===== src/rtl/spi_master_ctrl_pkg.sv =====
// Shared SPI definitions: transfer modes and controller state encodings.
package spi_master_ctrl_pkg;

    localparam int unsigned W_SPI_MODE = 2;

    typedef logic [W_SPI_MODE-1:0] spi_mode_t;

    localparam spi_mode_t SPI_NONE     = 2'b00;
    localparam spi_mode_t SPI_SEND     = 2'b01;
    localparam spi_mode_t SPI_RECEIVE  = 2'b10;
    localparam spi_mode_t SPI_EXCHANGE = 2'b11;

    localparam logic [1:0] SPI_ST_IDLE  = 2'd0;
    localparam logic [1:0] SPI_ST_SETUP = 2'd1;
    localparam logic [1:0] SPI_ST_SHIFT = 2'd2;
    localparam logic [1:0] SPI_ST_HOLD  = 2'd3;

endpackage


===== src/rtl/spi_clk_div.sv =====
// Half-period tick generator: tick is high on the last cycle of every CLK_DIV-cycle window.
module spi_clk_div #(
    parameter int unsigned CLK_DIV = 4
) (
    input  logic clk,
    input  logic reset,
    input  logic clr,
    output logic tick
);

    localparam int unsigned CNT_W = (CLK_DIV > 1) ? $clog2(CLK_DIV) : 1;
    localparam logic [CNT_W-1:0] CNT_MAX = CNT_W'(CLK_DIV - 1);

    logic [CNT_W-1:0] cnt_q, cnt_d;

    assign tick = (cnt_q == CNT_MAX);

    // Restart the window on clear, wrap after each tick.
    always_comb begin
        cnt_d = cnt_q + CNT_W'(1);
        if (clr || tick) begin
            cnt_d = '0;
        end
    end

    // Counter state.
    always_ff @(posedge clk) begin
        if (reset) begin
            cnt_q <= '0;
        end else begin
            cnt_q <= cnt_d;
        end
    end

endmodule


===== src/rtl/spi_master_ctrl.sv =====
// SPI master: drives SCLK/MOSI/CS_N, shifts MSB-first, returns the received word.
module spi_master_ctrl
    import spi_master_ctrl_pkg::*;
#(
    parameter int unsigned DATA_W  = 8,
    parameter int unsigned CLK_DIV = 4,
    parameter int unsigned NUM_CS  = 2,
    parameter int unsigned CS_W    = 1,
    parameter bit          CPOL    = 1'b0,
    parameter bit          CPHA    = 1'b0
) (
    input  logic                  clk,
    input  logic                  reset,
    input  logic                  start,
    input  logic [W_SPI_MODE-1:0] control_rd,
    input  logic [CS_W-1:0]       cs_sel,
    input  logic [DATA_W-1:0]     data_in,
    output logic [DATA_W-1:0]     data_out,
    output logic                  dv_data_out,
    output logic                  done,
    output logic                  err,
    output logic                  busy,
    output logic                  sclk,
    output logic                  mosi,
    input  logic                  miso,
    output logic [NUM_CS-1:0]     cs_n
);

    localparam int unsigned HALF_W = $clog2(2 * DATA_W);
    localparam logic [HALF_W-1:0] HALF_LAST = HALF_W'(2 * DATA_W - 1);

    logic [1:0]            state_q, state_d;
    logic [W_SPI_MODE-1:0] mode_q, mode_d;
    logic [CS_W-1:0]       cs_q, cs_d;
    logic [DATA_W-1:0]     shreg_q, shreg_d;
    logic [HALF_W-1:0]     half_q, half_d, half_nxt;
    logic                  sclk_q, sclk_d;
    logic                  mosi_q, mosi_d;
    logic                  rx_bit_q, rx_bit_d;
    logic [DATA_W-1:0]     data_out_q, data_out_d;
    logic                  dv_q, dv_d;
    logic                  done_q, done_d;
    logic                  err_q, err_d;
    logic                  tick, div_clr;
    logic                  lead_ev, trail_ev, last_trail;

    spi_clk_div #(
        .CLK_DIV (CLK_DIV)
    ) u_clk_div (
        .clk   (clk),
        .reset (reset),
        .clr   (div_clr),
        .tick  (tick)
    );

    assign busy        = (state_q != SPI_ST_IDLE);
    assign cs_n        = ~(NUM_CS'(busy) << cs_q);
    assign sclk        = sclk_q;
    assign mosi        = mosi_q;
    assign data_out    = data_out_q;
    assign dv_data_out = dv_q;
    assign done        = done_q;
    assign err         = err_q;

    // FSM sequencing, SCLK edge generation and shift-register data movement.
    always_comb begin
        state_d    = state_q;
        mode_d     = mode_q;
        cs_d       = cs_q;
        shreg_d    = shreg_q;
        half_d     = half_q;
        sclk_d     = sclk_q;
        mosi_d     = mosi_q;
        rx_bit_d   = rx_bit_q;
        data_out_d = data_out_q;
        dv_d       = 1'b0;
        done_d     = 1'b0;
        err_d      = 1'b0;
        div_clr    = 1'b0;
        lead_ev    = 1'b0;
        trail_ev   = 1'b0;
        half_nxt   = half_q + HALF_W'(1);

        case (state_q)
            SPI_ST_IDLE: begin
                if (start && (control_rd != SPI_NONE)) begin
                    if (32'(cs_sel) < NUM_CS) begin
                        state_d = SPI_ST_SETUP;
                        mode_d  = control_rd;
                        cs_d    = cs_sel;
                        shreg_d = (control_rd == SPI_RECEIVE) ? '1 : data_in;
                        sclk_d  = CPOL;
                        div_clr = 1'b1;
                        if (!CPHA) begin
                            mosi_d = (control_rd == SPI_RECEIVE) ? 1'b1 : data_in[DATA_W-1];
                        end
                    end else begin
                        err_d = 1'b1;
                    end
                end
            end
            SPI_ST_SETUP: begin
                // Leaving SETUP is the first (leading) SCLK edge.
                if (tick) begin
                    state_d = SPI_ST_SHIFT;
                    half_d  = '0;
                    sclk_d  = ~CPOL;
                    lead_ev = 1'b1;
                end
            end
            SPI_ST_SHIFT: begin
                if (tick) begin
                    if (half_q == HALF_LAST) begin
                        state_d = SPI_ST_HOLD;
                        sclk_d  = CPOL;
                    end else begin
                        half_d = half_nxt;
                        sclk_d = ~sclk_q;
                        // Odd half-periods start with a trailing edge.
                        if (half_nxt[0]) begin
                            trail_ev = 1'b1;
                        end else begin
                            lead_ev = 1'b1;
                        end
                    end
                end
            end
            SPI_ST_HOLD: begin
                if (tick) begin
                    state_d = SPI_ST_IDLE;
                    done_d  = 1'b1;
                    if (mode_q != SPI_SEND) begin
                        data_out_d = shreg_q;
                        dv_d       = 1'b1;
                    end
                end
            end
            default: begin
                state_d = SPI_ST_IDLE;
            end
        endcase

        last_trail = trail_ev && (half_nxt == HALF_LAST);

        if (!CPHA) begin
            // Sample on leading edge, shift on trailing; mosi keeps its last bit at the end.
            if (lead_ev) begin
                rx_bit_d = miso;
            end
            if (trail_ev) begin
                shreg_d = {shreg_q[DATA_W-2:0], rx_bit_q};
                if (!last_trail) begin
                    mosi_d = shreg_q[DATA_W-2];
                end
            end
        end else begin
            // Present the bit on leading edge, sample into the LSB on trailing.
            if (lead_ev) begin
                mosi_d = shreg_q[DATA_W-1];
            end
            if (trail_ev) begin
                shreg_d = {shreg_q[DATA_W-2:0], miso};
            end
        end
    end

    // Controller state; reset aborts any transfer without a done or dv pulse.
    always_ff @(posedge clk) begin
        if (reset) begin
            state_q    <= SPI_ST_IDLE;
            mode_q     <= SPI_NONE;
            cs_q       <= '0;
            shreg_q    <= '0;
            half_q     <= '0;
            sclk_q     <= CPOL;
            mosi_q     <= 1'b0;
            rx_bit_q   <= 1'b0;
            data_out_q <= '0;
            dv_q       <= 1'b0;
            done_q     <= 1'b0;
            err_q      <= 1'b0;
        end else begin
            state_q    <= state_d;
            mode_q     <= mode_d;
            cs_q       <= cs_d;
            shreg_q    <= shreg_d;
            half_q     <= half_d;
            sclk_q     <= sclk_d;
            mosi_q     <= mosi_d;
            rx_bit_q   <= rx_bit_d;
            data_out_q <= data_out_d;
            dv_q       <= dv_d;
            done_q     <= done_d;
            err_q      <= err_d;
        end
    end

endmodule


===== config.mk =====
export PLATFORM = sky130hd
export DESIGN_NAME = spi_master_ctrl
export DESIGN_NICKNAME = d
export VERILOG_FILES = /design/src/rtl/spi_master_ctrl_pkg.sv /design/src/rtl/spi_clk_div.sv /design/src/rtl/spi_master_ctrl.sv
export SDC_FILE = /design/constraint.sdc
export NUM_CORES = 1
export LEC_CHECK = 0
export CORE_ASPECT_RATIO = 0.7
export CORE_UTILIZATION = 45
export CTS_BUF_LIST = sky130_fd_sc_hd__clkbuf_2 sky130_fd_sc_hd__clkbuf_4 sky130_fd_sc_hd__clkbuf_8
export DETAILED_ROUTE_END_ITERATION = 8
export MAX_ROUTING_LAYER = met4
export PLACE_DENSITY = 0.71
export SLEW_MARGIN = 20
export SYNTH_ARGS = -nofsm -noshare
export SYNTH_HDL_FRONTEND = slang
export SYNTH_SLANG_ARGS = --single-unit

===== constraint.sdc =====
create_clock -name clk -period 3 [get_ports clk]
set_input_delay 0.3 -clock clk [delete_from_list [all_inputs] [get_ports clk]]
set_output_delay 0.3 -clock clk [all_outputs]
set_load 0.01 [all_outputs]

Figure 1. Metal layers overlaid (run 1).
(4 px per µm) Two of the layers only.
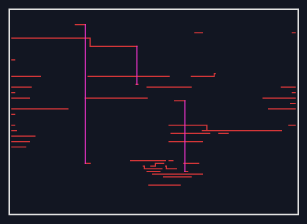
[met3] red | wire length: 273 µm
[met4] magenta | wire length: 61.9 µm

Figure 2. Supply network (run 1).
(4 px per µm) Pins as bars on the die edge.
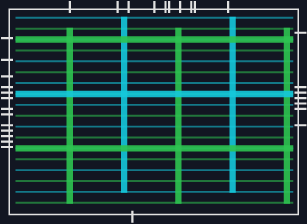
[VSS] green
[VDD] cyan
met5 straps: 3
met4 straps: 5
met1 rails: 18
rows: 17

==> flow_metrics.env, run 1 <==
# physical design summary
export IMPL_status="finished clean"
export IMPL_cts_resized=0
export IMPL_fp_util=0.479
export IMPL_grt_pass1_wl_um=5720
export IMPL_rsz0062_at_grt="no"
export IMPL_grtUsageTotal=0.214
export IMPL_final_area_mm2=0.00195
export IMPL_crit_fanout=15
export IMPL_mi_logic_area_um2=798
export IMPL_row_count=17
export IMPL_post_cts_setup_buffer_count=0
export IMPL_wl_met2_um=1470
export IMPL_synthArstFlopShare=0
export IMPL_syn_area_per_cell_um2=8.89
export IMPL_tightest_slew_ps=591
export IMPL_yosys_warnings=0
export IMPL_place_ws_ps=1030
export IMPL_yosysChipArea_mm2=0.00154
export IMPL_grt_overflow=0
export IMPL_numSynthFlops=32
export IMPL_top_cell_area_share=0.417
export IMPL_setup_ws_ps=738
export IMPL_grt_pass1_vias=1189
export IMPL_cts_sinks=32
export IMPL_hp_class="reg2reg"
export IMPL_dr_pass1_iters=4
export IMPL_crit_chain="inv_1, ha_1, or2_2, clkdlybuf4s50_1"
export IMPL_grt_busiest_layer="met2"
export IMPL_grt_met2_usage=0.297
export IMPL_wl_met1_um=1740
export IMPL_setup_tns_ps=0
export IMPL_synthDominantAreaCellType="dfxtp_1"
export IMPL_rr_endpoint="state_q[1]$_SDFFE_PP0P_"
export IMPL_r2r_start="state_q[0]$_SDFFE_PP0P_"
export IMPL_h_tree_depth=2
export IMPL_ys_types=38
export IMPL_drt_iter0_drc=125
export IMPL_ff2ff_setup_slack_ps=1040
export IMPL_slowest_delay_ps=480
export IMPL_dp_hpwl_um=2470
export IMPL_cp_start_kind="register"
export IMPL_die_w_um=71.9
export IMPL_top_cells_by_count="dfxtp_1 (32), nor2_1 (23), nand2_1 (16)"
export IMPL_ys_seq_share=0.417
export IMPL_skew_ps=8.94
export IMPL_r2r_worst_path_cells=6
export IMPL_ctsHoldBuffers=0
export IMPL_die_height_um=50.9
export IMPL_endpoint_kind="output pin"
export IMPL_warning_count=30
export IMPL_cp_arrival_ps=1960
export IMPL_routed_wirelength_um=3540
export IMPL_final_hold_viol_count=0
export IMPL_ant_nets=0
export IMPL_power_total_uw=1380
export IMPL_clock_latency_ps=290
export IMPL_drv_cap=0
export IMPL_crit_required_ps=2700
export IMPL_synth_dominant_cell_count="dfxtp_1"
export IMPL_synth_stat_cells=173
export IMPL_fmax_mhz=442
export IMPL_edf_count=0
export IMPL_hold_end="u_clk_div.cnt_q[0]$_SDFF_PP0_"
export IMPL_fin_nets=221
export IMPL_post_route_period_util=0.754
export IMPL_syn_nets=195
export IMPL_regArea_um2=641
export IMPL_area_delta_synth_final_pct=26.7
export IMPL_hold_depth=1
export IMPL_path_class="reg2out"
export IMPL_drc=0
export IMPL_ff_type="dfxtp_1"
export IMPL_antenna_found_initial=0
export IMPL_p_per_area_mw_per_mm2=707
export IMPL_fp_coreArea_mm2=0.00321
export IMPL_fillerInstances=284
export IMPL_placed_cell_area_mm2=0.00182
export IMPL_endpoint="cs_n[0]"
export IMPL_grt_met1_usage=0.291
export IMPL_clock_path_buffers=2
export IMPL_ctsRootBufferMaster="clkbuf_8"
export IMPL_num_antenna_cells=0
export IMPL_syn_area_mm2=0.00154
export IMPL_cts_tree="built"
export IMPL_ir_worst_vdd_v=0.000276
export IMPL_die_area_mm2=0.00366
export IMPL_syn_inst=173
export IMPL_crit_slowest_cell="clkdlybuf4s50_1"
export IMPL_hold_start="u_clk_div.cnt_q[0]$_SDFF_PP0_"
export IMPL_wl_met3_um=272
export IMPL_clkTransAtPathRegs_ps=70
export IMPL_dr_max_layer_used="met4"
export IMPL_drive_above_1_share=0.0600
export IMPL_port_buffers=29
Figure 3. Placement by cell class (run 1).
(4 px per µm) Fill, decap, tap and diode cells in grey.
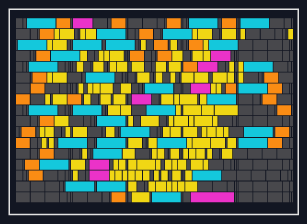
[flip-flops] cyan | cells: 32
[clock drivers and dummy loads] magenta | cells: 8
[all other logic] yellow | cells: 130
[other buffers and delay cells] orange | cells: 30

## run 1: final cells by class
| type | count | share of cell area |
|---|---|---|
| multi-input combinational | 123 | 0.410 |
| inverter | 7 | 0.0135 |
| tap | 47 | 0.0302 |
| timing repair buffer | 30 | 0.153 |
| sequential | 32 | 0.329 |
| clock buffer | 7 | 0.0495 |
| clock inverter | 1 | 0.0154 |
## run 1: worst max-delay path: cells and delay by family, from the launching register on
| family | cells | cell delay, ps |
|---|---|---|
| fa+ha+maj | 1 | 380 |
| flops | 1 | 380 |
| simple gates | 1 | 350 |
| buf+inv | 2 | 560 |
## run 1: through the flow
stage	cells	hold WS [ps]	util
after CTS	247	443	0.607
after floorplan	173	407	-
after global routing	247	480	0.607
after global placement	239	414	0.567
final	247	451	0.607
after detailed placement	239	434	0.567
## run 1: cell usage in the layout (no fill, tap or decap), drive strengths merged, types with 2 or more instances in the layout
cell type / count
nor3: 3
o211ai: 9
nor2: 23
or2: 2
dfxtp: 32
inv: 6
clkdlybuf4s50: 29
nand4b: 8
nand2: 16
a211oi: 2
nand4: 2
clkbuf: 7
nor2b: 2
nand3: 3
a21oi: 15
o21ai: 4
ha: 7
mux2i: 13
## run 1: cells by family (layout without fill, tap and decap cells)
group | Yosys count | count (layout) | share of synthesized area
and+or+nand+nor | 65 | 65 | 0.212
AOI/OAI and AO/OA | 37 | 37 | 0.163
DFF | 32 | 32 | 0.417
buffers and inverters | 18 | 45 | 0.0643
muxes | 13 | 13 | 0.0846
adders and majority gates | 7 | 7 | 0.0570
other | 1 | 1 | 0.00244
## run 1: power by group
| part | switching, µW | leakage [µW] | internal [µW] |
|---|---|---|---|
| combinational | 209 | 0.000388 | 189 |
| sequential | 43.5 | 0.000261 | 479 |
| clock | 164 | 0.0000645 | 293 |
Figure 4. Clock wires, drivers and flops (run 1).
(8 px per µm)
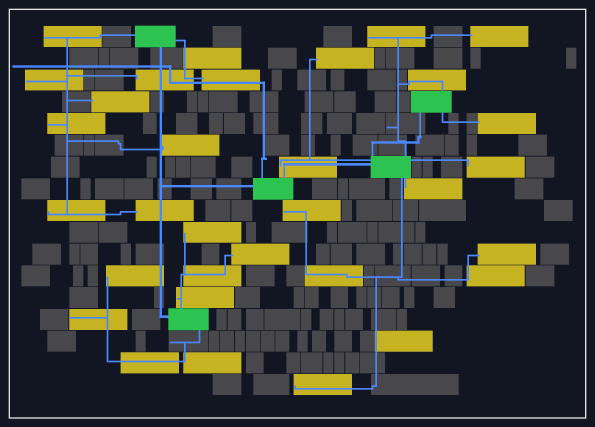

==> run 2: changes to the inputs <==
Settings changed: PLACE_DENSITY 0.71 to 0.74.
Clock period 3 ns to 2 ns, I/O delays scaled along.
Figure 5. Clock wires, drivers and flops (run 2).
(8 px per µm)
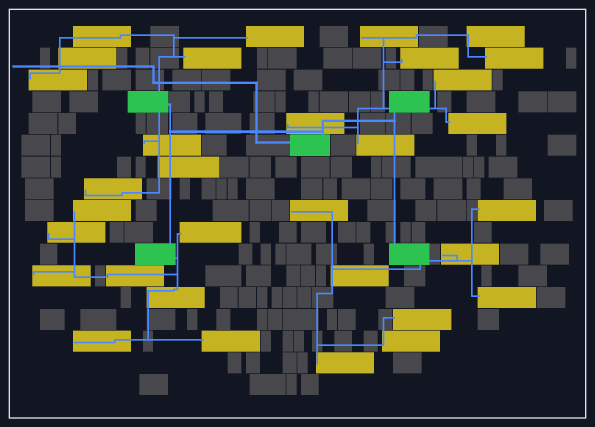
[flip-flops] yellow | count: 32
[cells driving clock nets] green | count: 5
[clock wires] blue | length: 393 µm
routed clock nets: 6

Figure 6. Metal layers overlaid (run 2).
(4 px per µm) Two of the layers only.
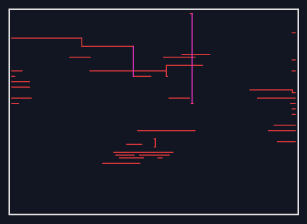
[met4] magenta | wire length: 29.9 µm
[met3] red | wire length: 217 µm

==> flow_metrics.env, run 2 <==
# physical design summary
export IMPL_crit_fanout=10
export IMPL_fp_util=0.479
export IMPL_numSynthFlops=32
export IMPL_ys_sh_xor=0
export IMPL_regArea_um2=643
export IMPL_crit_required_ps=1800
export IMPL_clock_latency_ps=280
export IMPL_p_per_area_mw_per_mm2=970
export IMPL_synth_stat_cells=173
export IMPL_drv_cap=0
export IMPL_instances_no_fill=249
export IMPL_final_area_mm2=0.00193
export IMPL_grt_overflow=0
export IMPL_synthDominantAreaCellType="dfxtp_1"
export IMPL_comb_share=0.414
export IMPL_post_route_period_util=0.956
export IMPL_ys_sh_simple=0.212
export IMPL_hold_ws_ps=449
export IMPL_grtUsageTotal=0.221
export IMPL_io_pin_count=31
export IMPL_fp_coreArea_mm2=0.00321
export IMPL_clkTransAtPathRegs_ps=60
export IMPL_fmax_mhz=523
export IMPL_vias=1368
export IMPL_ir_worst_vdd_v=0.000572
export IMPL_placed_cell_area_mm2=0.00186
export IMPL_die_w_um=71.9
export IMPL_dp_cells=244
export IMPL_cts_made_buffers=5
export IMPL_slew_violations=0
export IMPL_cts_tree="built"
export IMPL_clk_share=0.0356
export IMPL_synthArstFlopShare=0
export IMPL_rsz0062_at_grt="no"
export IMPL_aoi_share=0.163
export IMPL_internal_power_uw=1270
export IMPL_drt_iter0_drc=116
export IMPL_h_tree_depth=2
export IMPL_grt_max_degree=30
export IMPL_r2r_worst_path_cells=6
export IMPL_num_clock_buffers=5
export IMPL_power_leakage_uw=0.000709
export IMPL_status="finished clean"
export IMPL_die_area_mm2=0.00366
export IMPL_final_hold_viol_count=0
export IMPL_fin_util=0.602
export IMPL_hp_class="reg2reg"
export IMPL_setup_viol=0
export IMPL_area_dominant_class="logic gates"
export IMPL_dp_hpwl_um=2530
export IMPL_ys_sh_adder=0.0570
export IMPL_ff_type="dfxtp_1"
export IMPL_clock_path_buffers=2
export IMPL_cts_sinks=32
export IMPL_skew_ps=5.05
export IMPL_ctsRootBufferMaster="clkbuf_8"
export IMPL_power_total_uw=1880
export IMPL_setup_ws_ps=87.9
export IMPL_switchingPower_uw=607
export IMPL_syn_nets=195
export IMPL_place_ws_ps=135
export IMPL_num_antenna_cells=0
export IMPL_nMultiInputCombCells=123
export IMPL_ys_seq_share=0.417
export IMPL_mux_share=0.0846
export IMPL_top_cell_area_share=0.417
export IMPL_grt_pass1_wl_um=5890
export IMPL_routed_wirelength_um=3610
export IMPL_signal_buffers=35
export IMPL_syn_area_per_cell_um2=8.89
export IMPL_post_cts_setup_buffer_count=0
export IMPL_num_nonclk_inverters=7
export IMPL_layout_top_cell="dfxtp_1"
export IMPL_finalCriticalPeriod_ps=1910
export IMPL_area_delta_synth_final_pct=25.7
export IMPL_yosys_warnings=0
export IMPL_power_frac_seq=0.420
export IMPL_grt_pass1_vias=1282
export IMPL_syn_area_mm2=0.00154
export IMPL_combPwrFrac=0.348
export IMPL_edf_count=0
export IMPL_endpoint_kind="output pin"
export IMPL_yosysChipArea_mm2=0.00154
export IMPL_logic_family="simple AND/OR/NAND/NOR gates"
export IMPL_setup_tns_ps=0
export IMPL_fin_nets=226
export IMPL_ys_types=38
export IMPL_hold_depth=1
export IMPL_drive_above_1_share=0.0842
export IMPL_ant_nets=0
export IMPL_top_cells_by_count="dfxtp_1 (32), nor2_1 (23), nand2_1 (16)"
export IMPL_warning_count=30
export IMPL_antenna_found_initial=0
export IMPL_wl_per_cell_um=14.5
export IMPL_mi_logic_area_um2=801
export IMPL_cp_arrival_ps=1710
export IMPL_final_cell_mix="dfxtp_1 (30), clkdlybuf4s50_1 (29), nor2_1 (23)"
export IMPL_gp_congestion=0.845
export IMPL_syn_inst=173
export IMPL_switching_share=0.324
export IMPL_die_height_um=50.9
export IMPL_port_buffers=29
export IMPL_top_cells_by_area="dfxtp_1 (42%), mux2i_1 (8.5%), ha_1 (5.7%), nor2_1 (5.6%), a21oi_1 (4.6%)"
export IMPL_avgViaCountPerCell=5.49
export IMPL_p_clk_frac=0.232
export IMPL_dr_pass1_iters=4
export IMPL_cp_start_kind="register"
export IMPL_path_class="reg2out"
export IMPL_synth_dominant_cell_count="dfxtp_1"
export IMPL_buf_share=0.173
export IMPL_drc=0
Figure 7. Cell outlines without signal wires (run 2).
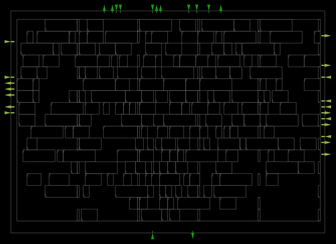
tap cells: 47
Filler cells: 294
Seq Cell Count: 32
Seq/total area: 0.333
FP Rows: 17

==> run 2: cell families after synthesis <==
group                    count (synthesis)
AND-OR/OR-AND                           37
adder cells (fa/ha/maj)                  7
buffers and inverters                   18
flip-flops                              32
multiplexers                            13
other                                    1
AND/OR/NAND/NOR                         65
==> run 2: worst paths after layout <==
check             slack (ps)                       endpoint                          start
setup / recovery          90                        cs_n[0]        state_q[1]$_SDFFE_PP0P_
hold / removal           450  u_clk_div.cnt_q[0]$_SDFF_PP0_  u_clk_div.cnt_q[0]$_SDFF_PP0_
hold reg to reg          450  u_clk_div.cnt_q[0]$_SDFF_PP0_  u_clk_div.cnt_q[0]$_SDFF_PP0_
setup reg to reg         150        state_q[1]$_SDFFE_PP0P_        state_q[1]$_SDFFE_PP0P_
==> run 2: layer usage <==
metal / vias to the layer above / part of all wire / GRT usage / wire [µm]
li1: 673 / - / - / -
met1: 642 / 0.48 / 0.277 / 1720
met2: 49 / 0.46 / 0.330 / 1640
met3: 4 / 0.060 / 0.0848 / 217
met4: 0 / 0.0080 / 0.0686 / 29
met5: - / 0 / - / 0
==> run 2: critical path, cell delays in order, from the launching register on <==
cell	delay, ps
dfxtp_2	360
inv_1	80
ha_2	240
or2_2	290
clkdlybuf4s50_1	480
==> run 2: timing repair <==
item                                    in CTS  in global routing
resized                                      1                  2
hold buffers                                 0                  0
endpoints found under the hold margin        0                  0
endpoints found under the setup margin       1                  1
==> run 2: power by group through the flow <==
stage	Combinational (µW)	Clock, µW	Sequential [µW]
after floorplan	429	0	782
after global placement	608	0	789
after detailed placement	631	0	795
after CTS	648	440	782
after global routing	706	465	797
final	653	435	787
No activity file was given, so power comes from the tool's default toggle rates.
